File: src/rtl/multicycle_ctrl_if.sv
// ---------------------------------------------------------------------------
// multicycle_ctrl_if
// Purpose : request/acknowledge link between the multi-cycle controller and
//           the unified instruction/data memory.
// Signals :
//   mem_req_o  controller -> memory  memory request, held until mem_ack_i
//   mem_we_o   controller -> memory  1 = write, 0 = read
//   iord_o     controller -> memory  address select: 0 = PC, 1 = ALUOut
//   mem_ack_i  memory -> controller  read data valid / write accepted
// Modports:
//   master  controller side
//   slave   memory side
// ---------------------------------------------------------------------------
interface multicycle_ctrl_if;
  logic mem_req_o;
  logic mem_we_o;
  logic iord_o;
  logic mem_ack_i;

  modport master (
    output mem_req_o,
    output mem_we_o,
    output iord_o,
    input  mem_ack_i
  );

  modport slave (
    input  mem_req_o,
    input  mem_we_o,
    input  iord_o,
    output mem_ack_i
  );
endinterface

File: src/rtl/multicycle_ctrl.sv
// ---------------------------------------------------------------------------
// multicycle_ctrl
// Purpose : Moore FSM sequencing a multi-cycle MIPS-subset datapath. One
//           instruction spans 3-5 states (plus memory wait cycles). Every
//           datapath select and write strobe is decoded from the current
//           state, gated only by mem_ack_i (FETCH) and zero_i (BRANCH).
// Configuration macro:
//   ILLEGAL_TRAP_EN  defined   : illegal opcode parks the FSM in TRAP with
//                                trap_o = 1 until reset; not counted.
//                    undefined : illegal opcode is a NOP back to FETCH,
//                                counted as retired; trap_o tied 0.
// Parameters:
//   CNT_W         width of the retired-instruction counter
// Ports:
//   clk_i         clock, rising edge
//   rst_i         asynchronous active-low reset
//   start_i       leave IDLE and begin fetching (ignored elsewhere)
//   op_i          IR[31:26] opcode, valid from DECODE onward
//   zero_i        ALU Zero flag
//   mem           memory handshake (req / we / iord / ack), master side
//   ir_write_o    load IR
//   pc_write_o    load PC
//   pc_src_o      00 = ALU, 01 = ALUOut, 10 = jump target
//   alu_src_a_o   0 = PC, 1 = RS
//   alu_src_b_o   00 = RT, 01 = 4, 10 = imm, 11 = imm << 2
//   alu_op_o      00 = add, 01 = sub, 10 = funct
//   reg_dst_o     0 = rt, 1 = rd
//   mem_to_reg_o  0 = ALUOut, 1 = MDR
//   reg_write_o   register-file write
//   state_o       current state encoding
//   retired_o     instructions completed (wraps)
//   trap_o        illegal-opcode trap
// ---------------------------------------------------------------------------
module multicycle_ctrl #(
  parameter int CNT_W = 32
) (
  input  logic                clk_i,
  input  logic                rst_i,
  input  logic                start_i,
  input  logic [5:0]          op_i,
  input  logic                zero_i,
  multicycle_ctrl_if.master   mem,
  output logic                ir_write_o,
  output logic                pc_write_o,
  output logic [1:0]          pc_src_o,
  output logic                alu_src_a_o,
  output logic [1:0]          alu_src_b_o,
  output logic [1:0]          alu_op_o,
  output logic                reg_dst_o,
  output logic                mem_to_reg_o,
  output logic                reg_write_o,
  output logic [3:0]          state_o,
  output logic [CNT_W-1:0]    retired_o,
  output logic                trap_o
);

  typedef enum logic [3:0] {
    S_IDLE   = 4'd0,
    S_FETCH  = 4'd1,
    S_DECODE = 4'd2,
    S_MEMADR = 4'd3,
    S_MEM_RD = 4'd4,
    S_WB_MEM = 4'd5,
    S_MEM_WR = 4'd6,
    S_EXEC_R = 4'd7,
    S_WB_R   = 4'd8,
    S_EXEC_I = 4'd9,
    S_WB_I   = 4'd10,
    S_BRANCH = 4'd11,
    S_JUMP   = 4'd12,
    S_TRAP   = 4'd13
  } state_t;

  localparam logic [5:0] OP_RTYPE = 6'b000000;
  localparam logic [5:0] OP_ADDI  = 6'b001000;
  localparam logic [5:0] OP_LW    = 6'b100011;
  localparam logic [5:0] OP_SW    = 6'b101011;
  localparam logic [5:0] OP_BEQ   = 6'b000100;
  localparam logic [5:0] OP_J     = 6'b000010;

  state_t             r_state;
  state_t             w_next;
  logic [CNT_W-1:0]   r_retired;
  logic               w_retire;

  logic               w_mem_req;
  logic               w_mem_we;
  logic               w_iord;
  logic               w_ir_write;
  logic               w_pc_write;
  logic [1:0]         w_pc_src;
  logic               w_alu_src_a;
  logic [1:0]         w_alu_src_b;
  logic [1:0]         w_alu_op;
  logic               w_reg_dst;
  logic               w_mem_to_reg;
  logic               w_reg_write;
  logic               w_trap;

  // Opcode dispatch out of DECODE. Illegal opcodes either trap or fall back
  // to FETCH as a NOP depending on the build.
  function automatic state_t decode_next(input logic [5:0] op);
    state_t nxt;
    case (op)
      OP_RTYPE: nxt = S_EXEC_R;
      OP_ADDI:  nxt = S_EXEC_I;
      OP_LW:    nxt = S_MEMADR;
      OP_SW:    nxt = S_MEMADR;
      OP_BEQ:   nxt = S_BRANCH;
      OP_J:     nxt = S_JUMP;
`ifdef ILLEGAL_TRAP_EN
      default:  nxt = S_TRAP;
`else
      default:  nxt = S_FETCH;
`endif
    endcase
    return nxt;
  endfunction

  // State register; reset drops the FSM to IDLE immediately, aborting any
  // instruction in flight (outputs follow the state, so strobes drop too).
  always_ff @(posedge clk_i or negedge rst_i) begin
    if (!rst_i) begin
      r_state <= S_IDLE;
    end else begin
      r_state <= w_next;
    end
  end

  // Next-state logic. Memory states hold until acknowledged; ack seen in any
  // other state has no effect because it is only consulted here.
  always_comb begin
    w_next = r_state;
    case (r_state)
      S_IDLE: begin
        if (start_i) begin
          w_next = S_FETCH;
        end else begin
          w_next = S_IDLE;
        end
      end
      S_FETCH: begin
        if (mem.mem_ack_i) begin
          w_next = S_DECODE;
        end else begin
          w_next = S_FETCH;
        end
      end
      S_DECODE: w_next = decode_next(op_i);
      S_MEMADR: begin
        if (op_i == OP_LW) begin
          w_next = S_MEM_RD;
        end else begin
          w_next = S_MEM_WR;
        end
      end
      S_MEM_RD: begin
        if (mem.mem_ack_i) begin
          w_next = S_WB_MEM;
        end else begin
          w_next = S_MEM_RD;
        end
      end
      S_WB_MEM: w_next = S_FETCH;
      S_MEM_WR: begin
        if (mem.mem_ack_i) begin
          w_next = S_FETCH;
        end else begin
          w_next = S_MEM_WR;
        end
      end
      S_EXEC_R: w_next = S_WB_R;
      S_WB_R:   w_next = S_FETCH;
      S_EXEC_I: w_next = S_WB_I;
      S_WB_I:   w_next = S_FETCH;
      S_BRANCH: w_next = S_FETCH;
      S_JUMP:   w_next = S_FETCH;
`ifdef ILLEGAL_TRAP_EN
      S_TRAP:   w_next = S_TRAP;
`endif
      // Unused encodings (and TRAP when trapping is disabled) recover to IDLE.
      default:  w_next = S_IDLE;
    endcase
  end

  // Moore output decode; everything defaults to 0 so each state lists only
  // what it asserts.
  always_comb begin
    w_mem_req    = 1'b0;
    w_mem_we     = 1'b0;
    w_iord       = 1'b0;
    w_ir_write   = 1'b0;
    w_pc_write   = 1'b0;
    w_pc_src     = 2'b00;
    w_alu_src_a  = 1'b0;
    w_alu_src_b  = 2'b00;
    w_alu_op     = 2'b00;
    w_reg_dst    = 1'b0;
    w_mem_to_reg = 1'b0;
    w_reg_write  = 1'b0;
    w_trap       = 1'b0;
    case (r_state)
      S_FETCH: begin
        // PC + 4 computed every cycle; PC/IR load only with the data.
        w_mem_req   = 1'b1;
        w_alu_src_b = 2'b01;
        w_ir_write  = mem.mem_ack_i;
        w_pc_write  = mem.mem_ack_i;
      end
      S_DECODE: begin
        // Speculative branch target into ALUOut.
        w_alu_src_b = 2'b11;
      end
      S_MEMADR: begin
        w_alu_src_a = 1'b1;
        w_alu_src_b = 2'b10;
      end
      S_MEM_RD: begin
        w_mem_req = 1'b1;
        w_iord    = 1'b1;
      end
      S_WB_MEM: begin
        w_reg_write  = 1'b1;
        w_mem_to_reg = 1'b1;
      end
      S_MEM_WR: begin
        w_mem_req = 1'b1;
        w_mem_we  = 1'b1;
        w_iord    = 1'b1;
      end
      S_EXEC_R: begin
        w_alu_src_a = 1'b1;
        w_alu_op    = 2'b10;
      end
      S_WB_R: begin
        w_reg_write = 1'b1;
        w_reg_dst   = 1'b1;
      end
      S_EXEC_I: begin
        w_alu_src_a = 1'b1;
        w_alu_src_b = 2'b10;
      end
      S_WB_I: begin
        w_reg_write = 1'b1;
      end
      S_BRANCH: begin
        w_alu_src_a = 1'b1;
        w_alu_op    = 2'b01;
        w_pc_src    = 2'b01;
        w_pc_write  = zero_i;
      end
      S_JUMP: begin
        w_pc_src   = 2'b10;
        w_pc_write = 1'b1;
      end
      S_TRAP: begin
        w_trap = 1'b1;
      end
      default: begin
        w_trap = 1'b0;
      end
    endcase
  end

  // An instruction retires when control returns to FETCH from a non-IDLE
  // state; FETCH waiting on itself is not a completion.
  assign w_retire = (w_next == S_FETCH) && (r_state != S_IDLE) &&
                    (r_state != S_FETCH);

  // Retired-instruction counter, wraps naturally; cleared by reset so an
  // aborted instruction is never counted.
  always_ff @(posedge clk_i or negedge rst_i) begin
    if (!rst_i) begin
      r_retired <= '0;
    end else if (w_retire) begin
      r_retired <= r_retired + CNT_W'(1);
    end else begin
      r_retired <= r_retired;
    end
  end

  assign mem.mem_req_o = w_mem_req;
  assign mem.mem_we_o  = w_mem_we;
  assign mem.iord_o    = w_iord;
  assign ir_write_o    = w_ir_write;
  assign pc_write_o    = w_pc_write;
  assign pc_src_o      = w_pc_src;
  assign alu_src_a_o   = w_alu_src_a;
  assign alu_src_b_o   = w_alu_src_b;
  assign alu_op_o      = w_alu_op;
  assign reg_dst_o     = w_reg_dst;
  assign mem_to_reg_o  = w_mem_to_reg;
  assign reg_write_o   = w_reg_write;
  assign state_o       = r_state;
  assign retired_o     = r_retired;
`ifdef ILLEGAL_TRAP_EN
  assign trap_o        = w_trap;
`else
  assign trap_o        = 1'b0;
`endif

endmodule

File: src/flat_wrapper.sv
// flat-port wrapper written by rule: the top's interface ports become plain ports
module multicycle_ctrl_flat 
#(
  parameter int CNT_W = 32
)
  (clk_i, rst_i, start_i, op_i, zero_i, ir_write_o, pc_write_o, pc_src_o, alu_src_a_o, alu_src_b_o, alu_op_o, reg_dst_o, mem_to_reg_o, reg_write_o, state_o, retired_o, trap_o, mem_mem_req_o, mem_mem_we_o, mem_iord_o, mem_mem_ack_i);
  multicycle_ctrl_if mem_i ();
  input  logic clk_i;
  input  logic rst_i;
  input  logic start_i;
  input  logic [5:0] op_i;
  input  logic zero_i;
  output logic ir_write_o;
  output logic pc_write_o;
  output logic [1:0] pc_src_o;
  output logic alu_src_a_o;
  output logic [1:0] alu_src_b_o;
  output logic [1:0] alu_op_o;
  output logic reg_dst_o;
  output logic mem_to_reg_o;
  output logic reg_write_o;
  output logic [3:0] state_o;
  output logic [CNT_W-1:0] retired_o;
  output logic trap_o;
  output wire logic [$bits(mem_i.mem_req_o)-1:0] mem_mem_req_o;
  output wire logic [$bits(mem_i.mem_we_o)-1:0] mem_mem_we_o;
  output wire logic [$bits(mem_i.iord_o)-1:0] mem_iord_o;
  input wire logic [$bits(mem_i.mem_ack_i)-1:0] mem_mem_ack_i;
  assign mem_mem_req_o = mem_i.mem_req_o;
  assign mem_mem_we_o = mem_i.mem_we_o;
  assign mem_iord_o = mem_i.iord_o;
  assign mem_i.mem_ack_i = mem_mem_ack_i;
  multicycle_ctrl #(.CNT_W(CNT_W)) u_core (.clk_i(clk_i), .rst_i(rst_i), .start_i(start_i), .op_i(op_i), .zero_i(zero_i), .mem(mem_i), .ir_write_o(ir_write_o), .pc_write_o(pc_write_o), .pc_src_o(pc_src_o), .alu_src_a_o(alu_src_a_o), .alu_src_b_o(alu_src_b_o), .alu_op_o(alu_op_o), .reg_dst_o(reg_dst_o), .mem_to_reg_o(mem_to_reg_o), .reg_write_o(reg_write_o), .state_o(state_o), .retired_o(retired_o), .trap_o(trap_o));
endmodule
File: config.mk
export PLATFORM = sky130hd
export DESIGN_NAME = multicycle_ctrl_flat
export DESIGN_NICKNAME = d
export VERILOG_FILES = /design/src/rtl/multicycle_ctrl_if.sv /design/src/rtl/multicycle_ctrl.sv /design/src/flat_wrapper.sv
export SDC_FILE = /design/constraint.sdc
export NUM_CORES = 1
export LEC_CHECK = 0
export ABC_AREA = 0
export CORE_ASPECT_RATIO = 2
export CORE_MARGIN = 5
export CORE_UTILIZATION = 47
export DETAILED_ROUTE_END_ITERATION = 16
export PLACE_DENSITY = 0.8
export REMOVE_ABC_BUFFERS = 1
export SYNTH_ARGS = -nofsm -noshare
export SYNTH_HDL_FRONTEND = slang
export SYNTH_SLANG_ARGS = --single-unit
export TNS_END_PERCENT = 30
File: constraint.sdc
create_clock -name clk_i -period 2.88 [get_ports clk_i]
set_clock_uncertainty 0.2 [all_clocks]
set_input_delay 0.288 -clock clk_i [delete_from_list [all_inputs] [get_ports clk_i]]
set_output_delay 0.288 -clock clk_i [all_outputs]
set_load 0.03 [all_outputs]
run_1/met2.png
Drawn at 6 px/µm.
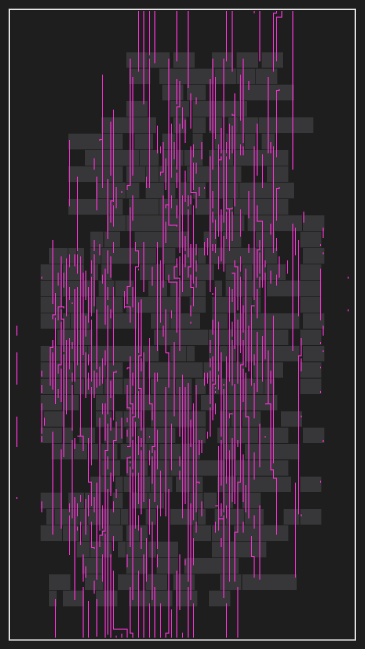
273 nets have wire on it. The layer carries 3,000 µm of wire. The layer holds 56% of the routed length.
Post-Route WL: 5.33 mm
Via Count: 1,915
M2 GR Usage: 35.7%

run_1/pins.png
Drawn at 6 px/µm. Pins as bars across the die edge, other pins in grey.
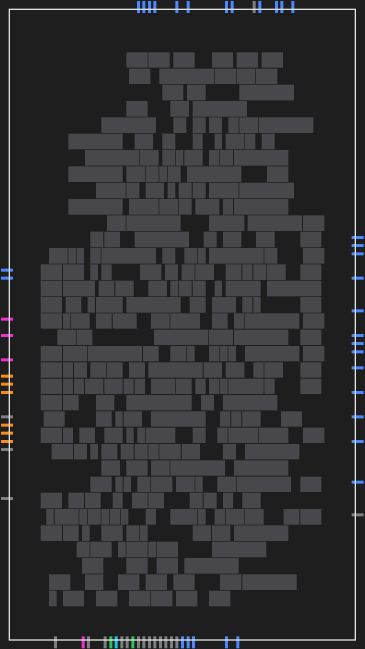
Orange marks op_i, pins 6, direction input, edge left. Blue marks retired_o, pins 32, direction output, edge 13 right, 12 top, 5 bottom, 2 left. Magenta marks state_o, pins 4, direction output, edge 3 left, 1 bottom. Green marks pc_src_o, pins 2, direction output, edge bottom. Cyan marks zero_i, pins 1, direction input, edge bottom.
All pins by edge: 22 bottom, 14 left, 14 right, 13 top.
IO buf count: 61
die y size: 105 µm
Die W: 57.4 µm

==> results.toml, run 1 <==
# physical design summary
[worst_setup_path]
worstPathMaxFanout = 15
cp_data_required_time_ns = 2.39
r2r_cells = 7
r2r-start = "u_core.state_o[2]$_DFF_PN0_"
crit_chain = "or2b_2 -> nor2_1 -> a211o_1 -> clkdlybuf4s50_1"
critPathSlowestCell = "clkdlybuf4s50_1"
cp.arrival_ns = 2.25
cp-startpoint = "u_core.state_o[2]$_DFF_PN0_"
startpoint_type = "flop"
crit_type = "flop to output pin"

[finish]
layout.nets = 297
layout_top_cell = "clkdlybuf4s50_1"
fillers = 348
syn_to_final_growth_pct = 39.1
antenna_cells = 0
fin_util_pct = 67.2
lay_top_cells = "clkdlybuf4s50_1, dfrtp_1, xnor2_1"
layoutNonFillerInstCount = 340
fin_area_mm2 = 0.00294
drive_gt1_share_pct = 13.6

[route]
drc = 0
top_layer = "met4"
wl_met1_mm = 1.89
route.met2.wl_mm = 3.00
met3_length_um = 218
antenna_left = 0
drtIter0Drc = 29
dr.pass1.iters = 4

[timing]
tns_ns = 0
finalClockPeriodUsage_pct = 95.0
setup_violations = 0
report.final.slew_viol_count = 0
hold_viol = 0
rsz0062_at_grt = "no"

[power]
intPower_mw = 1.39
ir_drop_uv = 685
combPwrFrac_pct = 50.4
power.share.clock_pct = 20.4
p_seq_share_pct = 29.1
switchingPower_mw = 0.967
p_total_mw = 2.36
p_leak_nw = 1.24

[global_route]
grt_pass1_vias = 1965
antenna_found_initial = 0
grt_pass1_wl_mm = 9.07
grt.overflow.total = 0
grt_max_degree = 37

[synth]
syn_inst = 217
synthArstFlopShare_pct = 100
netlist_area_mm2 = 0.00212
yosys_cells = 217
synth-warning-count = 0
avgSynthCellArea_um2 = 9.75
synth_area_leader_cell = "dfrtp_1"
enable_flop_cells = 0
ff_type = "dfrtp_1"
area_leaders = "dfrtp_1, xnor2_1, nand3_1"
postSynthSeqShare_pct = 42.6
yosys_area_mm2 = 0.00212
ys.flops = 36
ys_types = 53

[die]
dieArea_mm2 = 0.00602
fp-row-count = 34
io_pins = 63
core_mm2 = 0.00438

[worst_hold_path]
min_path_type = "input pin to async pin"

[cts]
cts_max_level = 2
cts_setup_buffers = 0
clkSinkCount = 36
clkTransAtPathRegs_ns = 0.07
clk_latency_ns = 0.29
clockRootBuffer = "clkbuf_8"
cts_buffers = 5
cts.path.max_buffers = 2

[run]
warnings = 25
cap_violations = 0

[placed_design]
gp_congestion = 0.873
dp_cells = 332
postPlaceCellArea_mm2 = 0.00282
dp_hpwl_mm = 4.19

[outcome]
outcome = "finished, final reports clean"
run_1/wire_density.png
Drawn at 4 px/µm. The die is cut into 11 by 21 equal tiles; dark blue is low, red is high, scaled to the fullest tile. Values are wire area over tile area, all layers added.
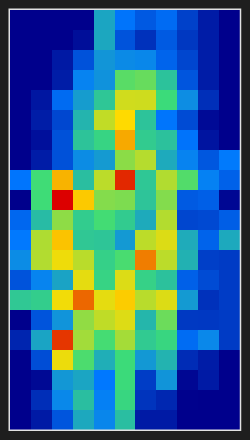
The fullest tile reaches 0.46. The emptiest ninth of the die: top left. The mean over all tiles is 0.14. 23% of the tiles are over half the peak. 17% of the tiles are nearly empty.
WL/cell: 15.7 µm
Total GRT Usage: 19.1%

## run 1: through the flow
stage | hold slack, ns | setup WS (ns)
after floorplan | -0.208 | -0.624
after global placement | 0.260 | 0.0685
after detailed placement | 0.267 | 0.0214
after CTS | 0.226 | 0.123
after global routing | 0.268 | 0.0293
final | 0.218 | 0.144
## run 1: per-layer routing
metal	track usage (%)	up-vias
met5	0	-
met4	10.1	0
met3	3.46	15
met2	35.7	50
met1	18.8	940
li1	-	910
## run 1: power by group through the flow
| stage | sequential, mW | clock (mW) | combinational (mW) |
|---|---|---|---|
| final | 0.687 | 0.482 | 1.19 |
| after global routing | 0.704 | 0.513 | 1.28 |
| after CTS | 0.685 | 0.495 | 1.20 |
| after detailed placement | 0.692 | 0 | 1.19 |
| after global placement | 0.689 | 0 | 1.18 |
| after floorplan | 0.790 | 0 | 0.554 |
## run 1: path summary, 6_finish.rpt
path	end
min in group clk_i	u_core.retired_o[31]$_DFFE_PN0P_
max in group asynchronous	u_core.retired_o[25]$_DFFE_PN0P_
worst max register to register	u_core.retired_o[25]$_DFFE_PN0P_
worst min-delay path	u_core.retired_o[4]$_DFFE_PN0P_
worst min register to register	u_core.retired_o[31]$_DFFE_PN0P_
worst max-delay path	pc_write_o
## run 1: Yosys cell counts (all sizes together) (3+ instances only)
library cell   n
a21oi          4
and3           9
buf            9
clkbuf         4
dfrtp         36
nand2         15
nand2b         4
nand3         17
nand4         13
nor2          16
nor3           7
nor4           7
o21ai          3
or4            5
xnor2         23
xor2           9
## run 1: cell type report
| type | instances | area, µm² | share of cell area [%] |
|---|---|---|---|
| clock inverters | 1 | 30.0 | 1.02 |
| flip-flops and latches | 36 | 901 | 30.6 |
| repair buffers | 74 | 708 | 24.1 |
| well taps | 54 | 67.6 | 2.29 |
| inverters | 2 | 7.51 | 0.255 |
| multi-input cells | 166 | 1130 | 38.5 |
| clock buffers | 7 | 96.3 | 3.27 |
## run 1: kinds of logic (layout without fill, tap and decap cells)
| kind of cell | after synthesis | count (layout) | share of synthesized area (%) |
|---|---|---|---|
| adder cells (fa/ha/maj) | 1 | 1 | 0.591 |
| multiplexers | 2 | 2 | 1.06 |
| flip-flops | 36 | 36 | 42.6 |
| AND/OR/NAND/NOR | 106 | 106 | 28.3 |
| buffers and inverters | 15 | 84 | 4.14 |
| other | 1 | 1 | 0.177 |
| AND-OR/OR-AND | 24 | 24 | 8.87 |
| XOR/XNOR | 32 | 32 | 14.3 |
## run 1: worst max-delay path: cells and delay by family, from the launching register on
kind / cells / cell delay [ns]
buf+inv: 1 / 0.67
simple gates: 2 / 0.61
flops: 1 / 0.53
compound gates: 1 / 0.15
## run 1: sequential cells by signal (all words and copies together) (netlist names)
register,count
u_core.state_o,4
u_core.retired_o,32
run_1/met3.png
Drawn at 6 px/µm.
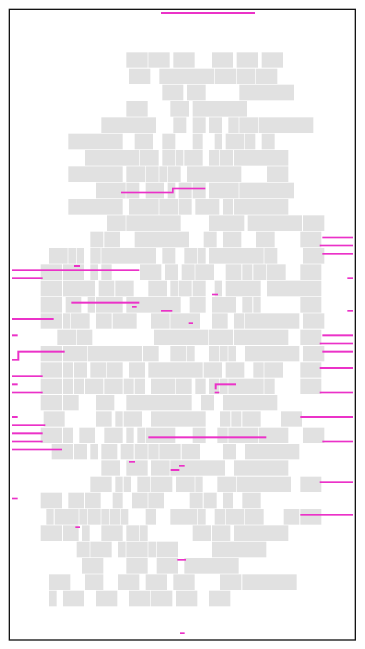

--- run 2 (diff from run 1) ---
--- a/config.mk
+++ b/config.mk
@@ -10,6 +10,7 @@
 export CORE_MARGIN = 5
 export CORE_UTILIZATION = 47
 export DETAILED_ROUTE_END_ITERATION = 16
+export GPL_TIMING_DRIVEN = 0
 export PLACE_DENSITY = 0.8
 export REMOVE_ABC_BUFFERS = 1
 export SYNTH_ARGS = -nofsm -noshare
run_2/met3.png
Drawn at 6 px/µm.
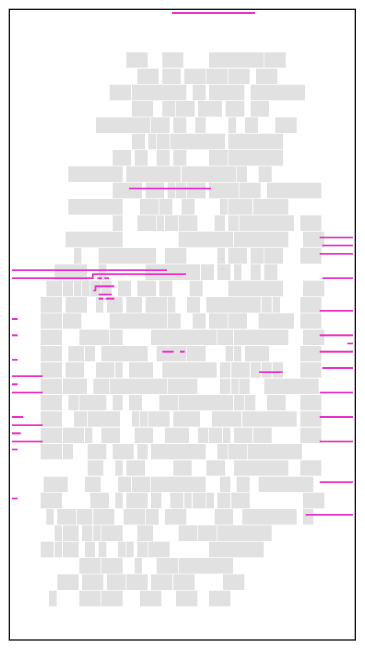
The layer carries 192 µm of wire. The layer holds 3.7% of the routed length. The wires run mostly horizontal.
grt met3 use: 2.72%
Post-Route WL: 5.22 mm

run_2/pins.png
Drawn at 6 px/µm. Pins as bars across the die edge, other pins in grey.
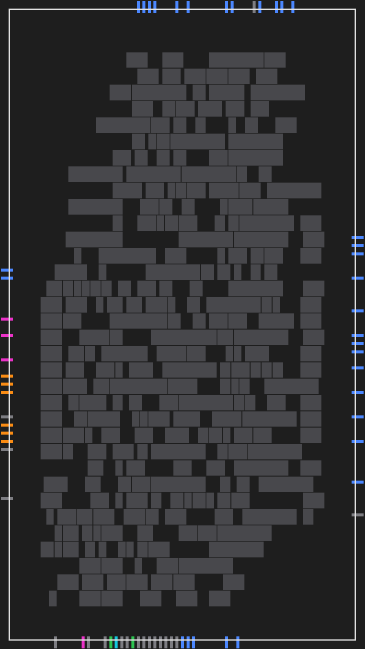
Blue marks retired_o, pins 32, direction output, edge 13 right, 12 top, 5 bottom, 2 left. Green marks pc_src_o, pins 2, direction output, edge bottom. Magenta marks state_o, pins 4, direction output, edge 3 left, 1 bottom. Orange marks op_i, pins 6, direction input, edge left. Cyan marks zero_i, pins 1, direction input, edge bottom.
All pins by edge: 22 bottom, 14 left, 14 right, 13 top.

==> results.toml, run 2 <==
# physical design summary
[synth]
netlist_top_cells_count = "dfrtp_1, xnor2_1, nand3_1"
most_common_cell = "dfrtp_1"
syn_inst = 217
enable_flop_cells = 0
area_leaders = "dfrtp_1, xnor2_1, nand3_1"
ff_type = "dfrtp_1"
synth-warning-count = 0
ys_types = 53
netlist_area_mm2 = 0.00212
yosys_area_mm2 = 0.00212
yosys_cells = 217
ys.flops = 36
postSynthSeqShare_pct = 42.6
avgSynthCellArea_um2 = 9.75
synth_area_leader_cell = "dfrtp_1"
synthArstFlopShare_pct = 100
top_cell_area_share_pct = 42.6

[die]
core_mm2 = 0.00438
die_y_um = 105
initCoreUtil_pct = 48.3
fp.dieW_um = 57.4
fp-row-count = 34
dieArea_mm2 = 0.00602
io_pins = 63

[worst_setup_path]
worstPathMaxFanout = 19
cp_data_required_time_ns = 2.85
critPathSlowestCell = "or4_4"
startpoint_type = "flop"
cp.arrival_ns = 2.71
slowest_delay_ns = 0.58
critPathCaptureType = "flop"
crit_type = "flop to flop"
cpMostUsedCell = "or4_4"
crit_chain = "nand2b_4 -> o22a_1 -> o2111ai_2 -> or4_4 -> or4_4 -> xnor2_2"

[route]
vias = 1860
drtIter0Drc = 28
drc = 0
viasPerCell = 5.65
dr.pass1.iters = 4
wl_per_cell_um = 15.9
antenna_left = 0

[finish]
layoutNonFillerInstCount = 329
syn_to_final_growth_pct = 35.8
lay_top_cells = "clkdlybuf4s50_1, dfrtp_1, xnor2_1"
antenna_cells = 0
layout.nets = 286
drive_gt1_share_pct = 12.4
fin_area_mm2 = 0.00287
layout_top_cell = "clkdlybuf4s50_1"
largest_reg_flops = 32
fillers = 376

[power]
intPower_mw = 1.28
p_total_mw = 2.24
combPwrFrac_pct = 48.3
power.share.clock_pct = 19.1
p_seq_share_pct = 32.6
p_per_area_mw_per_mm2 = 778
p_leak_nw = 1.18
ir_drop_uv = 669
switchingPower_mw = 0.956
power.share.switching_pct = 42.7

[global_route]
grt.total_usage_pct = 17.7
grt_max_degree = 37
grt.overflow.total = 0
antenna_found_initial = 0
grt_pass1_wl_mm = 8.52
grt_pass1_vias = 1758

[cts]
cts_setup_buffers = 0
cts_max_level = 2
cts_buffers = 5
tritoncts = "built"
clockRootBuffer = "clkbuf_8"
clk_latency_ns = 0.28
clkTransAtPathRegs_ns = 0.07
cts.path.max_buffers = 2
clkSinkCount = 36

[timing]
relSlewSlack_pct = 47.9
report.final.slew_viol_count = 0
fmax_mhz = 364
fin_crit_ns = 2.75
hold_viol = 0
finalClockPeriodUsage_pct = 95.3
finalWorstSetupSlack_ns = 0.135
setup_violations = 0
worst_slew_pin_slew_ns = 0.781
rsz0062_at_grt = "no"

[placed_design]
dp_hpwl_mm = 3.94
postPlaceCellArea_mm2 = 0.00272
gp_congestion = 0.762
dp_cells = 320
dp_slack_ns = -0.149
port_buffers = 61

[run]
cap_violations = 0
warnings = 25

[worst_hold_path]
min_path_type = "flop to flop"

[outcome]
outcome = "finished, final reports clean"
## run 2: cell counts after synthesis
No cell type changed its count.
## run 2: power by group through the flow
stage	clock, mW	combinational, mW	sequential [mW]
5_1_grt	0.462	1.16	0.749
3_5_place_dp	0	1.05	0.727
2_1_floorplan	0	0.554	0.790
6_report	0.428	1.08	0.729
4_1_cts	0.440	1.05	0.721
3_3_place_gp	0	1.02	0.726
## run 2: worst max-delay path, delay by kind of cell, from the launching register on
kind            cells  cell delay, ns
compound gates      2            0.36
simple gates        3            1.36
xor+xnor            1            0.14
flops               1            0.56
## run 2: layer usage
| layer | part of all wire [%] | vias up | GRT usage [%] |
|---|---|---|---|
| met4 | 1.7 | 0 | 6.47 |
| li1 | - | 902 | - |
| met3 | 3.7 | 8 | 2.72 |
| met1 | 38 | 907 | 19.2 |
| met2 | 57 | 43 | 33.1 |
| met5 | 0 | - | 0 |
## run 2: kinds of logic after synthesis
group           share of synthesized area (%)
compound gates                           8.87
mux                                      1.06
flops                                    42.6
buf+inv                                  4.14
fa+ha+maj                               0.591
xor+xnor                                 14.3
simple gates                             28.3
other cells                             0.177
## run 2: cell type report
type | count | area (µm²) | share of cell area (%)
Clock buffer | 6 | 72.6 | 2.53
Clock inverter | 2 | 35.0 | 1.22
Inverter | 2 | 7.51 | 0.261
Multi-Input combinational cell | 166 | 1160 | 40.4
Sequential cell | 36 | 906 | 31.5
Tap cell | 54 | 67.6 | 2.35
Timing Repair Buffer | 63 | 623 | 21.7
## run 2: worst paths after layout
kind                                                  start                          endpoint  slack, ns  cells after the start
max                             u_core.state_o[0]$_DFF_PN0_  u_core.retired_o[17]$_DFFE_PN0P_       0.13                      6
min                        u_core.retired_o[31]$_DFFE_PN0P_  u_core.retired_o[31]$_DFFE_PN0P_       0.28                      1
max reg2reg                     u_core.state_o[0]$_DFF_PN0_  u_core.retired_o[17]$_DFFE_PN0P_       0.13                      6
min reg2reg                u_core.retired_o[31]$_DFFE_PN0P_  u_core.retired_o[31]$_DFFE_PN0P_       0.28                      1
max in group asynchronous                             rst_i       u_core.state_o[0]$_DFF_PN0_       1.51                      2
min in group asynchronous                             rst_i   u_core.retired_o[6]$_DFFE_PN0P_       0.42                      2
## run 2: timing repair
item,CTS,global route
hold buffers,1,0
resized,2,7
hold endpoints to repair,36,0
cloned,0,0
setup endpoints to repair,9,15
## run 2: stage by stage
step | TNS, ns | util, % | hold slack [ns]
floorplan | -11.85 | - | -0.208
global placement | -29.80 | 61.9 | 0.263
finish | 0 | 65.6 | 0.280
detailed placement | -1.52 | 62.1 | 0.215
global route | 0 | 65.6 | 0.300
CTS | 0 | 64.9 | 0.283
run_2/wire_density.png
Drawn at 4 px/µm. The die is cut into 11 by 21 equal tiles; dark blue is low, red is high, scaled to the fullest tile. Values are wire area over tile area, all layers added.
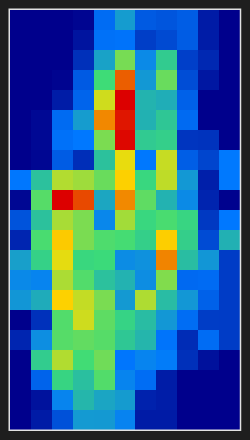

--- run 3 (diff from run 2) ---
--- a/config.mk
+++ b/config.mk
@@ -16,4 +16,3 @@
 export SYNTH_ARGS = -nofsm -noshare
 export SYNTH_HDL_FRONTEND = slang
 export SYNTH_SLANG_ARGS = --single-unit
-export TNS_END_PERCENT = 30
run_3/wire_density.png
Drawn at 4 px/µm. The die is cut into 11 by 21 equal tiles; dark blue is low, red is high, scaled to the fullest tile. Values are wire area over tile area, all layers added.
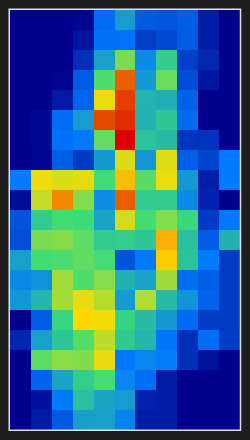
The densest ninth of the die: middle. 23% of the tiles are over half the peak. The fullest tile reaches 0.46. The emptiest ninth of the die: top left.
Via Count: 1,870
WL/cell: 15.6 µm
Post-Route WL: 5.24 mm
Total GRT Usage: 17.7%

run_3/final_congestion.png
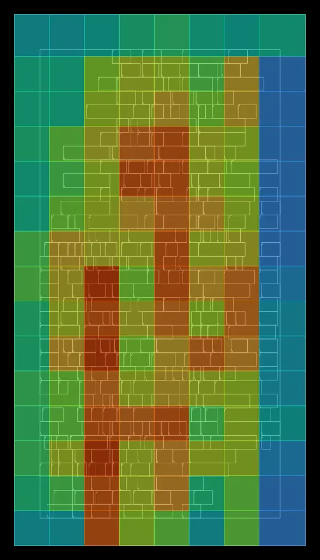
M2 GR Usage: 33.1%
met1 usage: 19.2%
GRT busiest layer: met2
post-layout util: 66.5%

==> results.toml, run 3 <==
# physical design summary
[outcome]
outcome = "finished, final reports clean"

[synth]
yosys_cells = 217
ys.flops = 36
most_common_cell = "dfrtp_1"
postSynthSeqShare_pct = 42.6
syn_inst = 217
synth_area_leader_cell = "dfrtp_1"
synthArstFlopShare_pct = 100
synth-warning-count = 0
avgSynthCellArea_um2 = 9.75
netlist_top_cells_count = "dfrtp_1, xnor2_1, nand3_1"
area_leaders = "dfrtp_1, xnor2_1, nand3_1"
ys_types = 53
top_cell_area_share_pct = 42.6
yosys_area_mm2 = 0.00212
ff_type = "dfrtp_1"
enable_flop_cells = 0
netlist_area_mm2 = 0.00212

[route]
dr.pass1.iters = 4
drtIter0Drc = 35
drc = 0
antenna_left = 0
viasPerCell = 5.57

[power]
power.share.switching_pct = 42.1
p_total_mw = 2.28
combPwrFrac_pct = 50.2
switchingPower_mw = 0.962
p_leak_nw = 1.22
ir_drop_uv = 669
p_seq_share_pct = 31.0
power.share.clock_pct = 18.7
p_per_area_mw_per_mm2 = 784
intPower_mw = 1.32

[worst_hold_path]
hold_path_depth = 1
min_path_type = "flop to flop"
hold_path.startpoint = "u_core.retired_o[31]$_DFFE_PN0P_"

[timing]
fmax_mhz = 361
report.final.slew_viol_count = 0
hold_viol = 0
worst_slew_pin_slew_ns = 0.779
tns_ns = 0
finalClockPeriodUsage_pct = 96.1
fin_crit_ns = 2.77
setup_violations = 0
finalWorstSetupSlack_ns = 0.113
relSlewSlack_pct = 48.1

[cts]
clkTransAtPathRegs_ns = 0.07
clockRootBuffer = "clkbuf_8"
tritoncts = "built"
cts.path.max_buffers = 2
cts_buffers = 5
cts_max_level = 2
clk_latency_ns = 0.28
clkSinkCount = 36

[worst_setup_path]
startpoint_type = "flop"
r2r_cells = 6
cp_data_required_time_ns = 2.85
crit_type = "flop to flop"
critPathCaptureType = "flop"
worstPathMaxFanout = 13
r2r-start = "u_core.state_o[1]$_DFF_PN0_"
cp.arrival_ns = 2.73
cp-startpoint = "u_core.state_o[1]$_DFF_PN0_"

[finish]
syn_to_final_growth_pct = 37.8
layout_top_cell = "clkdlybuf4s50_1"
lay_top_cells = "clkdlybuf4s50_1, dfrtp_1, xnor2_1"
drive_gt1_share_pct = 13.8
layout.nets = 293
antenna_cells = 0
largest_reg_flops = 32
fin_area_mm2 = 0.00292

[placed_design]
gp_congestion = 0.762
port_buffers = 61
dp_hpwl_mm = 3.94
dp_slack_ns = -0.149
postPlaceCellArea_mm2 = 0.00272

[die]
fp.dieW_um = 57.4
core_mm2 = 0.00438
fp-row-count = 34
dieArea_mm2 = 0.00602
die_y_um = 105
initCoreUtil_pct = 48.3
io_pins = 63

[global_route]
antenna_found_initial = 0
grt_pass1_wl_mm = 8.52
grt_pass1_vias = 1758
grt.overflow.total = 0
grt_max_degree = 37

[run]
warnings = 25
cap_violations = 0
-- run 3: cell counts after synthesis --
No cell type changed its count.
-- run 3: final timing paths --
kind | end | slack [ns]
worst min register to register | u_core.retired_o[31]$_DFFE_PN0P_ | 0.28
min in group asynchronous | u_core.retired_o[6]$_DFFE_PN0P_ | 0.42
worst max-delay path | u_core.retired_o[17]$_DFFE_PN0P_ | 0.11
worst min-delay path | u_core.retired_o[31]$_DFFE_PN0P_ | 0.28
worst max register to register | u_core.retired_o[17]$_DFFE_PN0P_ | 0.11
max in group asynchronous | u_core.state_o[0]$_DFF_PN0_ | 1.51
-- run 3: cell type report --
type	instances	area [µm²]
flip-flops and latches	36	906
inverters	2	7.51
fillers	373	1470
well taps	54	67.6
repair buffers	70	678
clock inverters	2	35.0
multi-input cells	166	1150
clock buffers	6	72.6
-- run 3: power by group through the flow --
stage	registers (mW)	logic (mW)	clock network (mW)
floorplan	0.790	0.554	0
global placement	0.726	1.02	0
detailed placement	0.727	1.05	0
CTS	0.721	1.05	0.440
global route	0.728	1.23	0.462
finish	0.709	1.15	0.428
-- run 3: worst max-delay path, stage by stage, from the launching register on --
cell and delay (ns):
dfrtp_2 0.50, nand2b_1 0.26, o22a_1 0.18, o2111ai_1 0.21
or4_4 0.57, or4_4 0.58, xnor2_2 0.14
-- run 3: kinds of logic after synthesis --
family | count (synthesis) | share of synthesized area (%)
and+or+nand+nor | 106 | 28.3
DFF | 36 | 42.6
xor gates and xnor gates | 32 | 14.3
AOI/OAI and AO/OA | 24 | 8.87
buffers and inverters | 15 | 4.14
muxes | 2 | 1.06
adders and majority gates | 1 | 0.591
other | 1 | 0.177
-- run 3: repair_timing --
| item | 4_1_cts | 5_1_grt |
|---|---|---|
| hold endpoints to repair | 36 | 0 |
| hold buffers | 1 | 0 |
| setup buffers | 0 | 7 |
| endpoints found under the setup margin | 9 | 15 |
| resized | 2 | 5 |
-- run 3: metrics by stage --
step | util [%] | instances | hold WS (ns)
CTS | 64.9 | 329 | 0.283
global placement | 61.9 | 319 | 0.263
finish | 66.5 | 336 | 0.282
floorplan | - | 204 | -0.208
global route | 66.5 | 336 | 0.300
detailed placement | 62.1 | 320 | 0.215
-- run 3: metal layers --
metal  vias to the layer above  routed length [µm]  track usage (%)
li1                        912                   -                -
met1                       916                1960             19.2
met2                        38                3000             33.1
met3                         4                 198             2.72
met4                         0                  83             6.47
met5                         -                   0                0
No activity file was given, so power comes from the tool's default toggle rates.
